## config.mk

```make
export PLATFORM = sky130hd
export DESIGN_NAME = display_scan_driver
export DESIGN_NICKNAME = d
export VERILOG_FILES = /design/src/rtl/display_scan_driver.sv
export SDC_FILE = /design/constraint.sdc
export NUM_CORES = 1
export LEC_CHECK = 0
export CORE_ASPECT_RATIO = 0.75
export CORE_MARGIN = 2
export CORE_UTILIZATION = 45
export DETAILED_ROUTE_END_ITERATION = 7
export GPL_ROUTABILITY_DRIVEN = 0
export PLACE_DENSITY = 0.65
export SLEW_MARGIN = 20
export SYNTH_ARGS = -nofsm -noshare
export SYNTH_HDL_FRONTEND = slang
export SYNTH_SLANG_ARGS = --single-unit
export TNS_END_PERCENT = 20
```

## constraint.sdc

```tcl
create_clock -name clk -period 3.9 [get_ports clk]
set_input_delay 0.78 -clock clk [delete_from_list [all_inputs] [get_ports clk]]
set_output_delay 0.78 -clock clk [all_outputs]
set_load 0.02 [all_outputs]
```

## src/rtl/display_scan_driver.sv

```systemverilog
//------------------------------------------------------------------------------
// display_scan_driver
//
// Drives a two-digit, common-anode 7-segment display from a 4-bit binary value
// (0..15). The value is split into a tens digit (0 or 1) and a units digit
// (0..9). The two anodes are time-multiplexed from an internal slot counter,
// and both anodes stay off for the first GUARD cycles of every slot so that
// the segment lines settle before a digit lights up (no ghosting).
//
// A value enters through the load strobe into a pending register. It becomes
// the displayed value only at the tens->units boundary, so both digits of one
// frame always come from the same value.
//
// Ports
//   clk          in   system clock
//   rst_n        in   asynchronous reset, active-low
//   value[3:0]   in   binary value to display, sampled only when load=1
//   load         in   1-cycle strobe, captures value into the pending register
//   an[1:0]      out  anodes, active-low; an[0] = units, an[1] = tens
//   seg[6:0]     out  segments, active-low, order {g,f,e,d,c,b,a}
//   frame_start  out  1-cycle pulse when the units slot begins
//   pending      out  1 while a loaded value waits to be applied
//
// Parameters
//   TICK_DIV  clk cycles per digit slot (>= GUARD+2)
//   GUARD     blanking cycles at the start of each slot (>= 0)
//   BLANK_LZ  1 = suppress the tens digit when it is 0
//
// Timing: an, seg and frame_start are registered. Their value in cycle t is
// decoded from (state, cnt, active) of cycle t-1, so an anode turns on GUARD+1
// cycles after its slot begins and frame_start is seen one cycle after the
// units slot begins.
//------------------------------------------------------------------------------
module display_scan_driver #(
    parameter int TICK_DIV = 100000,
    parameter int GUARD    = 4,
    parameter int BLANK_LZ = 1
) (
    input  logic       clk,
    input  logic       rst_n,
    input  logic [3:0] value,
    input  logic       load,
    output logic [1:0] an,
    output logic [6:0] seg,
    output logic       frame_start,
    output logic       pending
);

    localparam int CW = (TICK_DIV > 1) ? $clog2(TICK_DIV) : 1;

    localparam logic [CW-1:0] CNT_LAST  = CW'(TICK_DIV - 1);
    localparam logic [CW-1:0] GUARD_CNT = CW'(GUARD);

    localparam logic [0:0] DIG_U = 1'b0;  // units slot
    localparam logic [0:0] DIG_T = 1'b1;  // tens slot

    logic [CW-1:0] cnt;
    logic [0:0]    state;
    logic [3:0]    active;
    logic [3:0]    pend_val;

    logic          slot_end;
    logic          apply;
    logic          tens_nz;
    logic [3:0]    units;
    logic          in_guard;
    logic          tens_blank;
    logic [1:0]    next_an;
    logic [6:0]    next_seg;
    logic          next_frame_start;

    // Active-low segment pattern {g,f,e,d,c,b,a} for one decimal digit.
    function automatic logic [6:0] seg_code(input logic [3:0] d);
        case (d)
            4'd0:    seg_code = 7'h40;
            4'd1:    seg_code = 7'h79;
            4'd2:    seg_code = 7'h24;
            4'd3:    seg_code = 7'h30;
            4'd4:    seg_code = 7'h19;
            4'd5:    seg_code = 7'h12;
            4'd6:    seg_code = 7'h02;
            4'd7:    seg_code = 7'h78;
            4'd8:    seg_code = 7'h00;
            4'd9:    seg_code = 7'h10;
            default: seg_code = 7'h7F;
        endcase
    endfunction

    assign slot_end = (cnt == CNT_LAST);
    // The frame boundary: last cycle of the tens slot.
    assign apply    = slot_end && (state == DIG_T);

    //--------------------------------------------------------------------------
    // Digit split and next-output decode
    //--------------------------------------------------------------------------
    // NOTE: every signal written here gets a default first, so no path leaves
    // it unassigned and no latch is inferred.
    always_comb begin
        tens_nz          = (active >= 4'd10);
        units            = tens_nz ? (active - 4'd10) : active;
        in_guard         = (cnt < GUARD_CNT);
        tens_blank       = (BLANK_LZ != 0) && !tens_nz;
        next_an          = 2'b11;
        next_seg         = 7'h7F;
        next_frame_start = (state == DIG_U) && (cnt == '0);

        if (state == DIG_U) begin
            next_seg = seg_code(units);
            if (!in_guard) next_an = 2'b10;
        end else if (!tens_blank) begin
            next_seg = seg_code({3'b000, tens_nz});
            if (!in_guard) next_an = 2'b01;
        end
    end

    //--------------------------------------------------------------------------
    // Slot counter and digit FSM
    //--------------------------------------------------------------------------
    // NOTE: sequential state uses non-blocking assignments so every register
    // samples the pre-edge values, independent of statement order.
    always_ff @(posedge clk or negedge rst_n) begin
        if (!rst_n) begin
            cnt   <= '0;
            state <= DIG_U;
        end else if (slot_end) begin
            cnt   <= '0;
            state <= (state == DIG_U) ? DIG_T : DIG_U;
        end else begin
            cnt   <= cnt + 1'b1;
        end
    end

    //--------------------------------------------------------------------------
    // Load handshake and frame-synchronous apply
    //--------------------------------------------------------------------------
    // A load that coincides with the frame boundary goes straight to active;
    // otherwise the pending value is applied, and loads elsewhere only update
    // the pending register (last one wins).
    always_ff @(posedge clk or negedge rst_n) begin
        if (!rst_n) begin
            active   <= '0;
            pend_val <= '0;
            pending  <= 1'b0;
        end else if (apply) begin
            if (load) begin
                active <= value;
            end else if (pending) begin
                active <= pend_val;
            end
            pending <= 1'b0;
        end else if (load) begin
            pend_val <= value;
            pending  <= 1'b1;
        end
    end

    //--------------------------------------------------------------------------
    // Registered pin outputs
    //--------------------------------------------------------------------------
    always_ff @(posedge clk or negedge rst_n) begin
        if (!rst_n) begin
            an          <= 2'b11;
            seg         <= 7'h7F;
            frame_start <= 1'b0;
        end else begin
            an          <= next_an;
            seg         <= next_seg;
            frame_start <= next_frame_start;
        end
    end

endmodule

```

==> flow_metrics.env <==
# source this file to load flow results
export IMPL_ys_flop_type="dfrtp_1"
export IMPL_n_all_buffers=18
export IMPL_num_fill_cells=364
export IMPL_ir_drop_uv=228
export IMPL_synth_async_sr_flop_share_pct=100
export IMPL_yosys_area_um2=1870
export IMPL_netlist_top_cells_area="dfrtp_1 38%, dfstp_2 13%, xnor2_1 4.2%"
export IMPL_drt_pass1_iter_count=4
export IMPL_hold_depth=1
export IMPL_layout_cells_non_filler=252
export IMPL_ys_sh_mux_pct=2.41
export IMPL_via_count=1336
export IMPL_syn_num_nets=190
export IMPL_clk_pin_slew_ns=0.07
export IMPL_max_cap_viol_count=0
export IMPL_maxSlewHeadroom_pct=55.9
export IMPL_slowest_stage="clkdlybuf4s50_1"
export IMPL_io_pins=18
export IMPL_cts_root_buf="clkbuf_8"
export IMPL_fin_crit_sh_pct=56.9
export IMPL_dieArea_um2=4680
export IMPL_end_kind="output port"
export IMPL_dp_cells=244
export IMPL_synth_seq_cells=37
export IMPL_met2_usage_pct=23.9
export IMPL_status="completed"
export IMPL_netlist_logic_family_top="simple AND/OR/NAND/NOR gates"
export IMPL_powerDensity_nw_per_um2=395
export IMPL_final_comb_area_um2=861
export IMPL_synth_area_um2=1870
export IMPL_min_to="cnt[0]"
export IMPL_avgViaCountPerCell=5.30
export IMPL_netlist_top_cells_count="28 x dfrtp_1, 19 x nand2_1, 16 x nor2_1"
export IMPL_crit_cells=1
export IMPL_cts_buffer_depth=2
export IMPL_largestRegisters="cnt: 17 flops, seg: 7 flops"
[placed cells by master, fill, tap and decap left out, drive strengths merged, types with 2 or more instances in the layout]
master         count
nor3               4
dfstp              9
nor4               2
inv                8
o21ai              6
and4               2
o21bai             2
clkbuf             6
xor2               7
nand3             10
clkdlybuf4s50     17
nand4              4
nand2             21
xnor2              9
nand3b             3
and3               3
nor2              16
o32a               2
nand2b             2
ha                 6
dfrtp             28
a21oi              5
o21a               3
a41oi              2
or4                2
mux2               4
[power by group]
group | internal (mW) | leakage [nW] | switching (mW)
Clock | 0.192 | 0.0554 | 0.136
Combinational | 0.0521 | 0.468 | 0.0630
Sequential | 0.413 | 0.444 | 0.00784
Total | 0.657 | 0.968 | 0.207
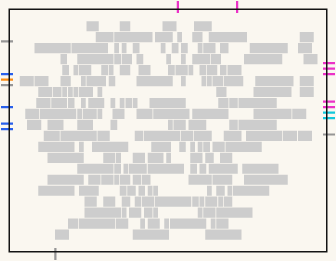
*Pin placement*
Pins as bars across the die edge, other pins in gray.
- `an`: cyan (pins 2; direction output; edge right)
- `load`: orange (pins 1; direction input; edge left)
- `value`: blue (pins 4; direction input; edge left)
- `seg`: magenta (pins 7; direction output; edge 5 right, 2 top)
Port Buffer Count: 17
Die W: 78.4 um
Die H: 59.8 um

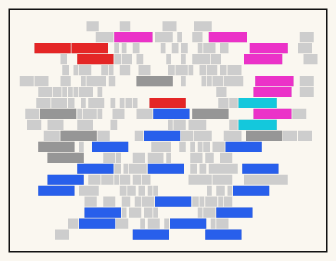
*Register map, names as in the netlist*
- `an`: cyan (placed flops 2)
- `active`: red (placed flops 4; where top left)
- `cnt`: blue (placed flops 17)
- `seg`: magenta (placed flops 7; where top right)
final core occ: 54.3%
sequential portion of the cell area: 42.9%
register area: 937 um2
sequential power: 421 uW

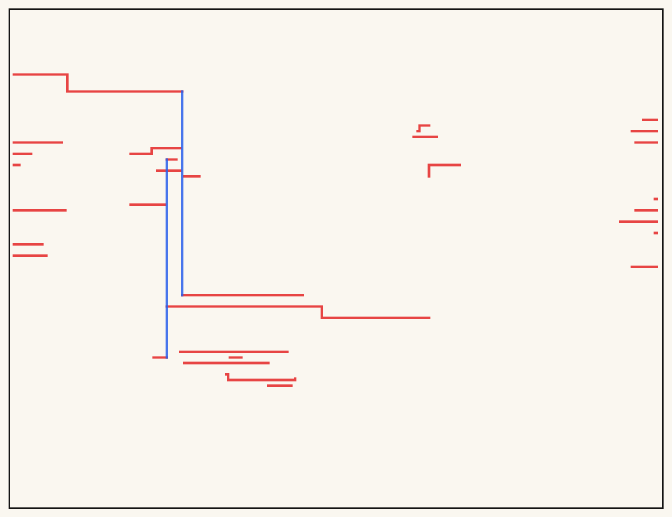
*Routed metal, one color a layer*
Two of the layers only.
- metal 3: red (wire length 174 um)
- metal 4: blue (wire length 48.3 um)

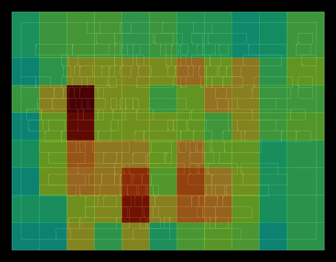
*Routing congestion*
layer with the highest usage: met2
GRT Total Usage: 16.6%
routed len/inst: 13.3 um

Power and IR drop assume default switching activity.
